File: config.mk
export PLATFORM = sky130hd
export DESIGN_NAME = instr_fetch_queue_flat
export DESIGN_NICKNAME = d
export VERILOG_FILES = /design/src/rtl/instr_fetch_queue_if.sv /design/src/rtl/instr_fetch_queue.sv /design/src/flat_wrapper.sv
export SDC_FILE = /design/constraint.sdc
export NUM_CORES = 1
export LEC_CHECK = 0
export ABC_CLOCK_PERIOD_IN_PS = 8200
export CORE_AREA = 4 4 228 174
export CTS_BUF_LIST = sky130_fd_sc_hd__clkbuf_8
export DETAILED_ROUTE_END_ITERATION = 10
export DIE_AREA = 0 0 232 178
export MAX_ROUTING_LAYER = met4
export SYNTH_ARGS = -nofsm -noshare
export SYNTH_HDL_FRONTEND = slang
export SYNTH_SLANG_ARGS = --single-unit
File: constraint.sdc
create_clock -name CLK -period 8.2 [get_ports CLK]
set_input_delay 1.23 -clock CLK [delete_from_list [all_inputs] [get_ports CLK]]
set_output_delay 1.23 -clock CLK [all_outputs]
set_load 0.02 [all_outputs]
File: src/rtl/instr_fetch_queue_if.sv
// Fetch-stage bus bundle: instruction-memory read port, consumer handshake and branch redirect.
// The master side is the fetch queue. The slave side is the memory/consumer/datapath environment.
interface instr_fetch_queue_if;
    logic        imem_req;
    logic [31:0] imem_addr;
    logic        imem_ack;
    logic [31:0] imem_rdata;
    logic        instr_valid;
    logic        instr_ready;
    logic [31:0] Instr;
    logic [3:0]  Cond;
    logic [1:0]  Op;
    logic [5:0]  Funct;
    logic [3:0]  Rd;
    logic [31:0] PCPlus8;
    logic        PCSrc;
    logic [31:0] BranchTarget;

    modport master (
        output imem_req, imem_addr, instr_valid, Instr, Cond, Op, Funct, Rd, PCPlus8,
        input  imem_ack, imem_rdata, instr_ready, PCSrc, BranchTarget
    );

    modport slave (
        input  imem_req, imem_addr, instr_valid, Instr, Cond, Op, Funct, Rd, PCPlus8,
        output imem_ack, imem_rdata, instr_ready, PCSrc, BranchTarget
    );
endinterface

File: src/rtl/instr_fetch_queue.sv
// Fetch stage: owns the PC, keeps at most one memory read outstanding and buffers returned words.
// A redirect flushes the queue. A read already in flight is either dropped on ack or left to drain in DISCARD.
//   state     | meaning
//   S_IDLE    | no request outstanding; launch one when the queue has room
//   S_WAIT    | request outstanding; the returned word is pushed into the queue
//   S_DISCARD | request outstanding after a redirect; the returned word is dropped
module instr_fetch_queue #(
    parameter int          DEPTH    = 2,
    parameter logic [31:0] RESET_PC = 32'h0
) (
    input  logic                CLK,
    input  logic                Reset,
    instr_fetch_queue_if.master bus
);
    localparam int PW = (DEPTH > 1) ? $clog2(DEPTH) : 1;
    localparam int CW = $clog2(DEPTH + 1);

    typedef enum logic [1:0] {S_IDLE, S_WAIT, S_DISCARD} state_t;

    state_t        state_q, state_d;
    logic [31:0]   addr_q, addr_d;
    logic [31:0]   fetch_pc_q, fetch_pc_d;
    logic [31:0]   instr_mem_q [DEPTH];
    logic [31:0]   pc_mem_q    [DEPTH];
    logic [PW-1:0] rd_ptr_q, wr_ptr_q;
    logic [CW-1:0] count_q;
    logic [CW-1:0] count_after_pop;
    logic          head_valid, pop, push, flush;
    logic [31:0]   target, head_instr;

    function automatic logic [PW-1:0] ptr_inc(input logic [PW-1:0] p);
        return (p == PW'(DEPTH - 1)) ? '0 : p + PW'(1);
    endfunction

    assign head_valid      = (count_q != '0);
    assign pop             = head_valid & bus.instr_ready;
    assign count_after_pop = count_q - CW'(pop);
    assign target          = {bus.BranchTarget[31:2], 2'b00};

    always_ff @(posedge CLK or posedge Reset) begin
        if (Reset) begin
            state_q    <= S_IDLE;
            addr_q     <= RESET_PC;
            fetch_pc_q <= RESET_PC;
            rd_ptr_q   <= '0;
            wr_ptr_q   <= '0;
            count_q    <= '0;
            for (int i = 0; i < DEPTH; i++) begin
                instr_mem_q[i] <= '0;
                pc_mem_q[i]    <= '0;
            end
        end else begin
            state_q    <= state_d;
            addr_q     <= addr_d;
            fetch_pc_q <= fetch_pc_d;
            if (flush) begin
                rd_ptr_q <= '0;
                wr_ptr_q <= '0;
                count_q  <= '0;
            end else begin
                if (push) begin
                    instr_mem_q[wr_ptr_q] <= bus.imem_rdata;
                    pc_mem_q[wr_ptr_q]    <= addr_q;
                    wr_ptr_q              <= ptr_inc(wr_ptr_q);
                end
                if (pop) begin
                    rd_ptr_q <= ptr_inc(rd_ptr_q);
                end
                count_q <= count_after_pop + CW'(push);
            end
        end
    end

    always_comb begin
        state_d    = state_q;
        addr_d     = addr_q;
        fetch_pc_d = fetch_pc_q;
        push       = 1'b0;
        flush      = 1'b0;
        case (state_q)
            S_IDLE: begin
                if (bus.PCSrc) begin
                    flush      = 1'b1;
                    fetch_pc_d = target;
                end else if (count_after_pop < CW'(DEPTH)) begin
                    state_d = S_WAIT;
                    addr_d  = fetch_pc_q;
                end
            end
            S_WAIT: begin
                if (bus.imem_ack && bus.PCSrc) begin
                    flush      = 1'b1;
                    fetch_pc_d = target;
                    state_d    = S_IDLE;
                end else if (bus.imem_ack) begin
                    push       = 1'b1;
                    fetch_pc_d = addr_q + 32'd4;
                    // keep streaming only if the word being pushed still leaves a free slot
                    if (count_after_pop < CW'(DEPTH - 1)) begin
                        addr_d = addr_q + 32'd4;
                    end else begin
                        state_d = S_IDLE;
                    end
                end else if (bus.PCSrc) begin
                    flush      = 1'b1;
                    fetch_pc_d = target;
                    state_d    = S_DISCARD;
                end
            end
            S_DISCARD: begin
                if (bus.PCSrc) begin
                    flush      = 1'b1;
                    fetch_pc_d = target;
                end
                if (bus.imem_ack) begin
                    state_d = S_IDLE;
                end
            end
            default: state_d = S_IDLE;
        endcase
    end

    always_comb begin
        bus.imem_req    = (state_q != S_IDLE);
        bus.imem_addr   = addr_q;
        bus.instr_valid = head_valid;
        head_instr      = '0;
        bus.PCPlus8     = '0;
        if (head_valid) begin
            head_instr  = instr_mem_q[rd_ptr_q];
            bus.PCPlus8 = pc_mem_q[rd_ptr_q] + 32'd8;
        end
        bus.Instr = head_instr;
        bus.Cond  = head_instr[31:28];
        bus.Op    = head_instr[27:26];
        bus.Funct = head_instr[25:20];
        bus.Rd    = head_instr[15:12];
    end
endmodule

File: src/flat_wrapper.sv
// flat-port wrapper written by rule: the top's interface ports become plain ports
module instr_fetch_queue_flat 
#(
    parameter int          DEPTH    = 2,
    parameter logic [31:0] RESET_PC = 32'h0
)
  (CLK, Reset, bus_imem_req, bus_imem_addr, bus_instr_valid, bus_Instr, bus_Cond, bus_Op, bus_Funct, bus_Rd, bus_PCPlus8, bus_imem_ack, bus_imem_rdata, bus_instr_ready, bus_PCSrc, bus_BranchTarget);
  instr_fetch_queue_if bus_i ();
  input  logic CLK;
  input  logic Reset;
  output wire logic [$bits(bus_i.imem_req)-1:0] bus_imem_req;
  output wire logic [$bits(bus_i.imem_addr)-1:0] bus_imem_addr;
  output wire logic [$bits(bus_i.instr_valid)-1:0] bus_instr_valid;
  output wire logic [$bits(bus_i.Instr)-1:0] bus_Instr;
  output wire logic [$bits(bus_i.Cond)-1:0] bus_Cond;
  output wire logic [$bits(bus_i.Op)-1:0] bus_Op;
  output wire logic [$bits(bus_i.Funct)-1:0] bus_Funct;
  output wire logic [$bits(bus_i.Rd)-1:0] bus_Rd;
  output wire logic [$bits(bus_i.PCPlus8)-1:0] bus_PCPlus8;
  input wire logic [$bits(bus_i.imem_ack)-1:0] bus_imem_ack;
  input wire logic [$bits(bus_i.imem_rdata)-1:0] bus_imem_rdata;
  input wire logic [$bits(bus_i.instr_ready)-1:0] bus_instr_ready;
  input wire logic [$bits(bus_i.PCSrc)-1:0] bus_PCSrc;
  input wire logic [$bits(bus_i.BranchTarget)-1:0] bus_BranchTarget;
  assign bus_imem_req = bus_i.imem_req;
  assign bus_imem_addr = bus_i.imem_addr;
  assign bus_instr_valid = bus_i.instr_valid;
  assign bus_Instr = bus_i.Instr;
  assign bus_Cond = bus_i.Cond;
  assign bus_Op = bus_i.Op;
  assign bus_Funct = bus_i.Funct;
  assign bus_Rd = bus_i.Rd;
  assign bus_PCPlus8 = bus_i.PCPlus8;
  assign bus_i.imem_ack = bus_imem_ack;
  assign bus_i.imem_rdata = bus_imem_rdata;
  assign bus_i.instr_ready = bus_instr_ready;
  assign bus_i.PCSrc = bus_PCSrc;
  assign bus_i.BranchTarget = bus_BranchTarget;
  instr_fetch_queue #(.DEPTH(DEPTH), .RESET_PC(RESET_PC)) u_core (.CLK(CLK), .Reset(Reset), .bus(bus_i));
endmodule
==> CHANGELOG.md, run 1 <==
### Changed

- Status: completed
- Die H: approximately 180 µm
- Pin count of the biggest net entering global routing: 124
- Worst hold path class: reg2reg
- Syn Inst Count: around 1100
- GPL Wtd Cong: slightly above 0.8
- Number of global-route vias before repair: 8825
- Ports: 183
- Worst Tran Pin Value: between 1 and 1.5 ns
- Crit share post-route: 0.656
- Crit path capture type: output port
- Reg2reg end: u_core.bus.imem_addr[15]
- Core box area: approximately 37000 µm²
- Final Max Slew Viols: 0
- Power share of the combinational group: 0.511
- Net count, final: about 1300
- DR iter-0 viols: ~550
- P_clk: between 0.0007 and 0.0008 W
- Routed WL: approximately 32000 µm
- Routed wire per std cell: approximately 19 µm
- Hold-fix buffers, CTS: 0
- Post-Synthesis Cell Area: ~11000 µm²
- Top power group: combinational logic
- Clock Tree Root: clkbuf_8
- Site row count: slightly above 60
- Remaining routing DRC violations: 0
- Drt first pass iters: 5
- CP Capture Point: bus_PCPlus8[23]
- Post-synthesis area per instance: about 10 µm²
- MaxCap Viol Count: 0
- Flop pwr share: 0.358
- Worst Hold Slack: 0.506 ns
- Leading area contributor after synthesis: dfrtp_1
- Tot GR Track Use: 0.161
- Yosys stat chip area: about 11000 µm²
- Via/cell ratio: 5.12
- Share of layout cells above drive strength 1: 0.175
- Clk Latency, worst-skew pair: about 0.49 ns
- Basic Gates by Area: 0.136
- CP max stage delay: between 1 and 1.5 ns
- RSZ-0062 raised after global routing: no
- Via count: 8708
- Clk_skew: 0.0191 ns
- MUX area fraction: 0.215
- R2r setup slk: 4.57 ns
- Critical path type: reg2out
- Setup Viol. Count Final: 0
- Maximum clock path buffer count: 2
- Final hold violation count: 0
- Comb group: roughly 0.0028 W
- Worst EP required: roughly 7 ns
- Critical Path, Cell by Cell: mux2_2 -> ha_1 -> inv_1 -> a211oi_4 -> buf_4 -> nand2_4 -> or4_1 -> a21oi_1 -> clkdlybuf4s50_1
- Power Density: 398 nW/µm²
- Initial antenna violation count: 0
- Final ANT Viol Nets: 0
- TritonCTS clock tree: done
- Crit path from: u_core.rd_ptr_q
- Sw Ratio: 0.433
- Pleak: 5.41 nW
- Reg2reg path depth: 10
- Max Freq: approximately 190 MHz
- Minimum clock period: between 5 and 6 ns
- Yosys aoi share: 0.115
- Die width: roughly 230 µm
- Placed wire-length estimate: around 22000 µm
- H-tree Lvls: 4
- Clock Power Share: 0.131
- Crit path launch type: flip-flop
- Arr. time, crit path: a little over 4 ns
- Worst Hold End: u_core.fetch_pc_q[3]
- Post-synth regs: just under 200
- Most frequent cell after synthesis: dfrtp_1
- Post-synth seq share: 0.445
- Slowest cell on crit path: dfrtp_4
- First-pass GRT wire length: about 51000 µm
- Total power: approximately 0.0054 W
- Area fraction in xor and xnor cells: 0.0338
- Setup Total Neg Slack: 0 ns
- Port bufs: roughly 180
- Clock buffer count from CTS: 17
- Post-synth area hogs: dfrtp_1, mux2_2, mux2i_1, nor2_1, xnor2_1
- Seq. pwr: about 0.0019 W
- Cells in synth_stat.txt: roughly 1100
- Unique cell types: ~70
- CTS Sinks: ~200
- Top cells by count: dfrtp_1, mux2_2, nor2_1
- Adder Share, Synth: 0.00450
- Setup bufs post-CTS: 0
- Post-synth top flop: dfrtp_1
- Most numerous logic cells after layout: dfrtp_1, clkdlybuf4s50_1, mux2_2
- Most frequent logic cell in the layout: dfrtp_1
- Worst r2r src: u_core.count_q[1]
- Internal power: 0.00308 W
- MI comb area: about 5600 µm²
- Antenna fix cells: 0
- Log Warnings: 30
- Worst Hold Depth: 2
- Die Size: a little over 40000 µm²
- Logic family by area: multiplexers
- GR Overflow Total: 0
- Synth async-reset ratio: 1.00
- Max-slew headroom: 0.310
- Register area: 4960 µm²
- NetSw: roughly 0.0024 W
- Top cell area share: 0.445
- Area delta synth->final: 22.7%
- VDD IR max: around 0.18 mV
- CP max FO: roughly 67
- Synthesized net count: 1142
- Yosys warning total: 0
- Clock-pin slew on the worst setup and hold paths: roughly 0.11 ns
- Hold Startpoint: u_core.fetch_pc_q[3]
- # resized after CTS: 0
- Core Util at FP: 0.300
- Number of synthesized flops with an enable pin: 0
run 1: layer usage:
| layer | GRT usage | routed length, µm | part of all wire | vias up |
|---|---|---|---|---|
| met5 | - | 0 | 0 | - |
| met4 | 0.0386 | 350 | 0.011 | 0 |
| met3 | 0.0353 | 1590 | 0.049 | 20 |
| met2 | 0.251 | 15500 | 0.48 | 183 |
| met1 | 0.216 | 14800 | 0.46 | 4428 |
| li1 | - | - | - | 4077 |
run 1: worst max-delay path: cells and delay by family (launching register included):
kind                     cells  cell delay, ns
AND-OR/OR-AND                2            0.42
adder cells (fa/ha/maj)      1            0.20
buffers and inverters        3            1.01
flip-flops                   1            1.03
multiplexers                 1            0.33
AND/OR/NAND/NOR              2            0.62
run 1: state kept, by name, indices dropped and copies added (netlist names):
name and cells:
u_core.fetch_pc_q 32, u_core.bus.imem_addr 32, u_core.rd_ptr_q 1, u_core.pc_mem_q 64, u_core.wr_ptr_q 1, u_core.count_q 2
u_core.instr_mem_q 64, u_core.state_q 2
run 1: metrics by stage:
stage | utilization | std cells | instance area [µm²] | worst slack [ns]
global route | 0.368 | 1702 | 13700 | 2.60
detailed placement | 0.356 | 1670 | 13200 | 3.40
finish | 0.368 | 1702 | 13700 | 2.82
floorplan | - | 1069 | 11100 | 1.57
global placement | 0.356 | 1670 | 13200 | 3.39
CTS | 0.368 | 1702 | 13700 | 2.79
run 1: kinds of logic after synthesis:
kind of cell / after synthesis
xor+xnor: 43
flops: 198
compound gates: 187
fa+ha+maj: 4
simple gates: 302
buf+inv: 113
mux: 222
run 1: cell type report:
class                   instances  share of cell area
multi-input cells             758               0.414
flip-flops and latches        198               0.363
repair buffers                196               0.140
well taps                     504              0.0462
clock buffers                  19              0.0192
clock inverters                13              0.0131
inverters                      14             0.00440
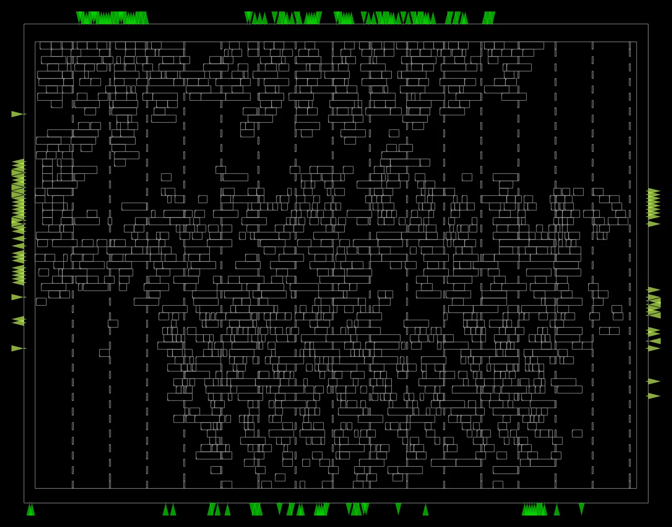
**Above:** run 1 (placement view).
Filler cells: 3783
fin util: 0.368
non-filler cells, final: 1702
# Taps: 504
Flops: 198

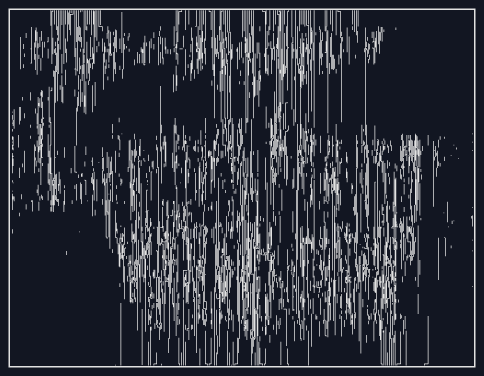
**Above:** run 1 (met2 routing).
(2 px per µm)
main direction: vertical
longest straight run: 67.7 µm

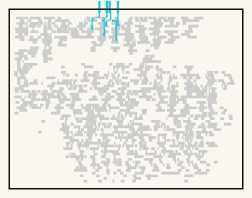
**Above:** run 1 (nets reached from selected ports).
(1 px per µm)
[cyan] `bus_Rd` | bits: 4 | direction: output | edge: top | end cells: 4 | buffers: 4 | wire: 110 µm

**Run 1: signal wires by layer**

(1 px per µm) Only two layers are drawn.
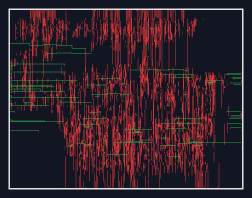

## Run 2: what changed since run 1
- ABC_CLOCK_PERIOD_IN_PS: 8200 -> 5400
- clock period: 8.2 -> 5.4 ns (I/O delays scaled with it)
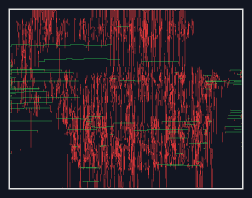
**Above:** run 2 (signal wires by layer).
(1 px per µm) Only two layers are drawn.
[green] met3 | wire length: 1490 µm
[red] met2 | wire length: 15600 µm

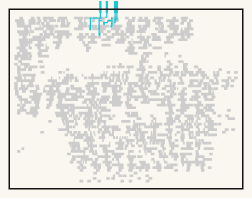
**Above:** run 2 (nets reached from selected ports).
(1 px per µm)
[cyan] `bus_Rd` | bits: 4 | direction: output | edge: top | end cells: 4 | buffers: 4 | wire: 99.7 µm

==> CHANGELOG.md, run 2 <==
### Changed

- Status: completed
- Leading area contributor after synthesis: dfrtp_1
- Tot GR Track Use: 0.161
- Top power group: combinational logic
- Crit share post-route: 0.889
- Most numerous logic cells after layout: dfrtp_1, clkdlybuf4s50_1, mux2_2
- Pleak: 5.40 nW
- Setup Viol. Count Final: 0
- Remaining routing DRC violations: 0
- Unique cell types: 70
- Worst Tran Pin Value: 1.03 ns
- CTS Sinks: just under 200
- Area fraction in xor and xnor cells: 0.0338
- MaxCap Viol Count: 0
- Crit path launch type: flip-flop
- Drt first pass iters: 4
- Share of layout cells above drive strength 1: 0.178
- Top Layer Used: met4
- DR iter-0 viols: 474
- VDD IR max: approximately 0.28 mV
- Cells in synth_stat.txt: around 1100
- Grt met1 use: 0.208
- Port bufs: ~180
- Final instance area: roughly 14000 µm²
- Seq. pwr: 0.00290 W
- # resized after CTS: 0
- H-tree Lvls: 4
- P_clk: around 0.0010 W
- Worst r2r src: u_core.count_q[1]
- Post-synth area hogs: dfrtp_1, mux2_2, mux2i_1, nor2_1, xnor2_1
- MUX area fraction: 0.215
- Core Util at FP: 0.300
- Worst Hold Depth: 1
- Sw Ratio: 0.437
- Arr. time, crit path: 3.99 ns
- Routed wl met2: between 15000 and 20000 µm
- Yosys stat chip area: 11100 µm²
- Setup bufs post-CTS: 0
- Number of global-route vias before repair: approximately 9000
- Critical path type: reg2out
- Power share of the combinational group: 0.522
- Post-synth seq share: 0.445
- Routed WL: about 32000 µm
- Clock buffer count from CTS: 17
- Clock Tree Root: clkbuf_8
- Final hold violation count: 0
- Net count, final: 1260
- Setup Total Neg Slack: 0 ns
- Post-placement cell area: between 10000 and 15000 µm²
- Flop pwr share: 0.354
- Top cells by count: dfrtp_1, mux2_2, nor2_1
- Comb group: between 0.004 and 0.005 W
- Max Freq: around 210 MHz
- Clock-pin slew on the worst setup and hold paths: 0.11 ns
- R2r setup slk: around 1.8 ns
- Site row count: about 61
- Worst hold path class: reg2reg
- Yosys warning total: 0
- Via count: about 8700
- Internal power: approximately 0.0046 W
- Clk_skew: around 0.020 ns
- CP max FO: 34
- Reg2reg end: u_core.bus.imem_addr[21]
- Synthesized net count: 1142
- First-pass GRT wire length: 51200 µm
- RSZ-0062 raised after global routing: no
- Worst Hold End: u_core.instr_mem_q[44]
- Power Density: between 600 and 700 nW/µm²
- Via/cell ratio: approximately 5
- Post-synth regs: 198
- Yosys aoi share: 0.115
- Placed wire-length estimate: around 22000 µm
- Hold-fix buffers, CTS: 0
- GR Overflow Total: 0
- Post-Synthesis Cell Area: 11100 µm²
- Most frequent cell after synthesis: dfrtp_1
- Reg2reg path depth: 10
- Area delta synth->final: 22.7%
- Post-synthesis area per instance: 10.4 µm²
- Filler cells: 3775
- Grt met3 use: 0.0433
- Core box area: 37100 µm²
- Clk Latency, worst-skew pair: 0.49 ns
- Post-synth top flop: dfrtp_1
- Antenna fix cells: 0
- TritonCTS clock tree: done
- Basic Gates by Area: 0.136
- Die H: about 180 µm
- Placed cell count: approximately 1700
- Die Size: between 40000 and 50000 µm²
- Largest regs: u_core.instr_mem_q: 64 flops, u_core.pc_mem_q: 64 flops
- Syn Inst Count: 1069
- Pin count of the biggest net entering global routing: between 100 and 150
- Maximum clock path buffer count: 2
- Hold Startpoint: u_core.instr_mem_q[44]
- Routed wire per std cell: between 15 and 20 µm
- M2 GR Usage: 0.260
- Log Warnings: 30
- Synth async-reset ratio: 1.00
- Crit path capture type: output port
- Non-filler cells, final: between 1500 and 2000
- GPL Wtd Cong: a little under 0.8
- WL met1: roughly 15000 µm
- Final Max Slew Viols: 0
- Minimum clock period: a little under 5 ns
- Worst EP required: approximately 4.6 ns
- Adder Share, Synth: 0.00450
- Initial antenna violation count: 0
- Clock Power Share: 0.124
- Die width: 232 µm
- GR peak layer: met2
- Ports: 183
- Met3 wire len: 1490 µm
- Max-slew headroom: 0.308
- Logic family by area: multiplexers
- Most frequent logic cell in the layout: dfrtp_1
- Final ANT Viol Nets: 0
- NetSw: about 0.0036 W
- Number of synthesized flops with an enable pin: 0
- Top cell area share: 0.445
==> run 2: cell counts after synthesis <==
Identical to the previous run, type by type.
==> run 2: per-stage QoR <==
step                      worst slack [ns]   util  hold WS [ns]  power (W)
after global routing                 0.287  0.368         0.523    0.00883
after CTS                            0.556  0.368         0.514    0.00830
final                                0.598  0.368         0.510    0.00820
after detailed placement              1.14  0.357         0.489    0.00725
after global placement                1.18  0.357         0.476    0.00715
after floorplan                       1.40      -         0.456    0.00564
==> run 2: worst max path at each step <==
stage,from,endpoint,depth (start not counted)
after floorplan,u_core.rd_ptr_q,bus_PCPlus8[31],14
after global placement,u_core.rd_ptr_q,bus_PCPlus8[23],8
after detailed placement,u_core.rd_ptr_q,bus_PCPlus8[23],8
after CTS,u_core.rd_ptr_q,bus_PCPlus8[23],8
after global routing,u_core.rd_ptr_q,bus_PCPlus8[23],8
final,u_core.rd_ptr_q,bus_PCPlus8[23],8
==> run 2: final cells by class <==
class | count | area, µm² | area share
flip-flops and latches | 198 | 4960 | 0.363
clock buffers | 21 | 289 | 0.0212
well taps | 504 | 631 | 0.0462
repair buffers | 198 | 1960 | 0.143
inverters | 14 | 56.3 | 0.00412
clock inverters | 11 | 121 | 0.00888
multi-input cells | 758 | 5650 | 0.413
==> run 2: critical path, stage by stage, from the launching register on <==
cell and delay (ns):
dfrtp_4 0.73, buf_4 0.46, nand3_2 0.13, a222oi_1 0.34, buf_4 0.25, nand2_4 0.09, or4_1 0.54, a21oi_1 0.27
clkdlybuf4s50_1 0.67
==> run 2: cell families after synthesis <==
| group | after synthesis |
|---|---|
| buffers and inverters | 113 |
| XOR/XNOR | 43 |
| AND-OR/OR-AND | 187 |
| flip-flops | 198 |
| AND/OR/NAND/NOR | 302 |
| multiplexers | 222 |
| adder cells (fa/ha/maj) | 4 |
**Run 2: placement view**

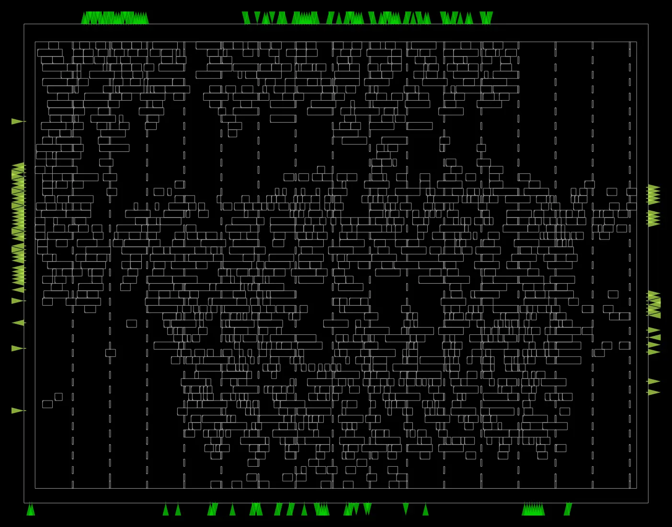

## Run 3: what changed since run 2
- CORE_AREA: 4 4 228 174 -> 5 5 229 175
- CTS_BUF_LIST: sky130_fd_sc_hd__clkbuf_8 -> sky130_fd_sc_hd__clkbuf_8 sky130_fd_sc_hd__clkbuf_16
- DIE_AREA: 0 0 232 178 -> 0 0 234 180
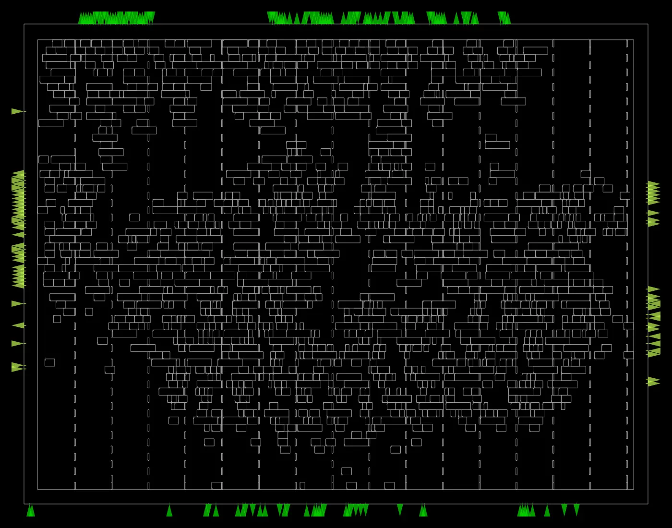
**Above:** run 3 (placement view).
fin util: 0.369
core box area: 37700 µm²
non-filler cells, final: 1716
Filler cells: 3793

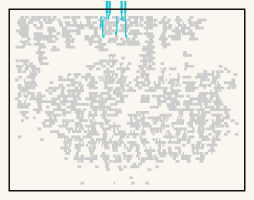
**Above:** run 3 (nets reached from selected ports).
(1 px per µm)
[cyan] `bus_Rd` | bits: 4 | direction: output | edge: top | end cells: 4 | buffers: 4 | wire: 106 µm

==> CHANGELOG.md, run 3 <==
### Changed

- Status: completed
- Critical Path, Cell by Cell: buf_4 -> nand3_2 -> a222oi_1 -> buf_4 -> nand2_4 -> or4_1 -> a21oi_1 -> clkdlybuf4s50_1
- Final ANT Viol Nets: 0
- Crit share post-route: 0.863
- Reg2reg path depth: 5
- Register area: 4960 µm²
- Initial antenna violation count: 1
- Remaining routing DRC violations: 0
- Maximum clock path buffer count: 2
- Worst Hold Depth: 1
- Crit path launch type: flip-flop
- Setup Total Neg Slack: 0 ns
- Worst Hold Slack: between 0.5 and 0.6 ns
- Final instance area: around 14000 µm²
- Most frequent CP cell: buf_4
- Site row count: around 62
- DR iter-0 viols: approximately 600
- Post-Synthesis Cell Area: between 10000 and 15000 µm²
- Most frequent cell after synthesis: dfrtp_1
- Final Max Slew Viols: 0
- P_clk: ~0.0014 W
- Post-placement cell area: 13300 µm²
- Most numerous logic cells after layout: dfrtp_1, clkdlybuf4s50_1, mux2_2
- Pin count of the biggest net entering global routing: between 70 and 80
- Share of layout cells above drive strength 1: 0.180
- Area delta synth->final: 24.8%
- Post-synth seq share: 0.445
- Power Density: just over 600 nW/µm²
- Synth async-reset ratio: 1.00
- Final hold violation count: 0
- Setup bufs post-CTS: 0
- Total power: approximately 0.0086 W
- Clock-pin slew on the worst setup and hold paths: about 0.07 ns
- Max-slew headroom: 0.245
- Cells in synth_stat.txt: around 1100
- Die width: about 230 µm
- Worst EP required: between 4 and 5 ns
- First-pass GRT wire length: slightly above 50000 µm
- VDD IR max: between 0.2 and 0.3 mV
- MaxCap Viol Count: 0
- Pleak: around 5.5 nW
- Routed wire per std cell: around 19 µm
- Critical path type: reg2out
- MI comb area: 5650 µm²
- RSZ-0062 raised after global routing: no
- Via count: 8771
- Ports: roughly 180
- Number of global-route vias before repair: ~9000
- CP max stage delay: 0.67 ns
- Post-synth top flop: dfrtp_1
- Most frequent logic cell in the layout: dfrtp_1
- Largest regs: u_core.instr_mem_q: 64 flops, u_core.pc_mem_q: 64 flops
- Setup Viol. Count Final: 0
- Crit path capture type: output port
- Clk_skew: 0.0121 ns
- Clock buffer count from CTS: 17
- NetSw: ~0.0037 W
- CTS Sinks: roughly 200
- Worst r2r src: u_core.state_q[0]
- Log Warnings: 28
- Reg2reg end: u_core.instr_mem_q[39]
- Internal power: 0.00493 W
- CP max FO: 33
- Clk Latency, worst-skew pair: roughly 0.45 ns
- Tot GR Track Use: 0.158
- Worst Tran Pin Value: about 1.1 ns
- Routed WL: approximately 33000 µm
- Flop pwr share: 0.342
- Placed cell count: roughly 1700
- Minimum clock period: ~4.7 ns
- H-tree Lvls: 4
- Yosys stat chip area: roughly 11000 µm²
- Top cells by count: dfrtp_1, mux2_2, nor2_1
- Leading area contributor after synthesis: dfrtp_1
- Port bufs: roughly 180
- Clock Tree Root: clkbuf_16
- Comb group: approximately 0.0043 W
- Placed wire-length estimate: roughly 23000 µm
- Hold-fix buffers, CTS: 0
- Post-synthesis area per instance: 10.4 µm²
- Slowest cell on crit path: dfrtp_4
- GPL Wtd Cong: just over 0.8
- Number of synthesized flops with an enable pin: 0
- Seq. pwr: 0.00293 W
- Syn Inst Count: 1069
- Worst Slack Setup Final: 0.739 ns
- Post-synth area hogs: dfrtp_1, mux2_2, mux2i_1, nor2_1, xnor2_1
- Sw Ratio: 0.426
- Via/cell ratio: ~5
- Top cell area share: 0.445
- TritonCTS clock tree: done
- Post-synth regs: about 200
- Yosys warning total: 0
- GR Overflow Total: 0
- Worst Hold End: u_core.pc_mem_q[61]
- Power share of the combinational group: 0.498
- Core Util at FP: 0.295
- # resized after CTS: 0
- Max Freq: roughly 210 MHz
- Synthesized net count: ~1100
- Die Size: around 42000 µm²
- CP top delay family: buffers and inverters
- R2r setup slk: approximately 2.1 ns
- Hold Startpoint: u_core.pc_mem_q[61]
- Unique cell types: 70
- WP buf/inv: 3
- Worst hold path class: reg2reg
- Arr. time, crit path: just under 4 ns
- Clock Power Share: 0.160
- Top power group: combinational logic
- Net count, final: 1263
- Pre-CTS setup slack: 1.23 ns
- Die H: between 150 and 200 µm
- Drt first pass iters: 5
-- run 3: cell counts after synthesis --
Identical to the previous run, type by type.
-- run 3: worst max-delay path by stage --
stage,from,to,slack [ns],depth (start not counted)
2_1_floorplan,u_core.rd_ptr_q,bus_PCPlus8[31],1.40,14
3_3_place_gp,u_core.rd_ptr_q,bus_PCPlus8[23],1.22,8
3_5_place_dp,u_core.rd_ptr_q,bus_PCPlus8[23],1.23,8
4_1_cts,u_core.rd_ptr_q,bus_PCPlus8[23],0.72,8
5_1_grt,u_core.rd_ptr_q,bus_PCPlus8[30],0.53,7
6_report,u_core.rd_ptr_q,bus_PCPlus8[23],0.74,8
-- run 3: metal layers --
layer | wire, µm | part of all wire | global-route usage | up-vias
li1 | - | - | - | 4117
met1 | 15000 | 0.46 | 0.214 | 4415
met2 | 15300 | 0.47 | 0.241 | 213
met3 | 1860 | 0.057 | 0.0374 | 26
met4 | 395 | 0.012 | 0.0362 | 0
met5 | 0 | 0 | - | -
-- run 3: logic make-up after synthesis --
logic type                 share of synthesized area
AOI/OAI and AO/OA                              0.115
DFF                                            0.445
muxes                                          0.215
and+or+nand+nor                                0.136
xor gates and xnor gates                      0.0338
adders and majority gates                    0.00450
buffers and inverters                         0.0500
-- run 3: layout make-up --
cell class | count | share of cell area
multi-input cells | 758 | 0.406
flip-flops and latches | 198 | 0.357
repair buffers | 201 | 0.142
well taps | 512 | 0.0461
clock buffers | 19 | 0.0326
clock inverters | 13 | 0.0122
inverters | 14 | 0.00405
diodes | 1 | 0.000180
-- run 3: worst reg2reg max path, stage by stage, from the launching register on --
cell and delay (ns):
dfrtp_1 1.10, nand4bb_1 0.22, buf_4 0.32, nor2_4 0.76
buf_12 0.35, mux2_2 0.40
Power figures rest on the tool's default switching activity, not on a simulated workload.
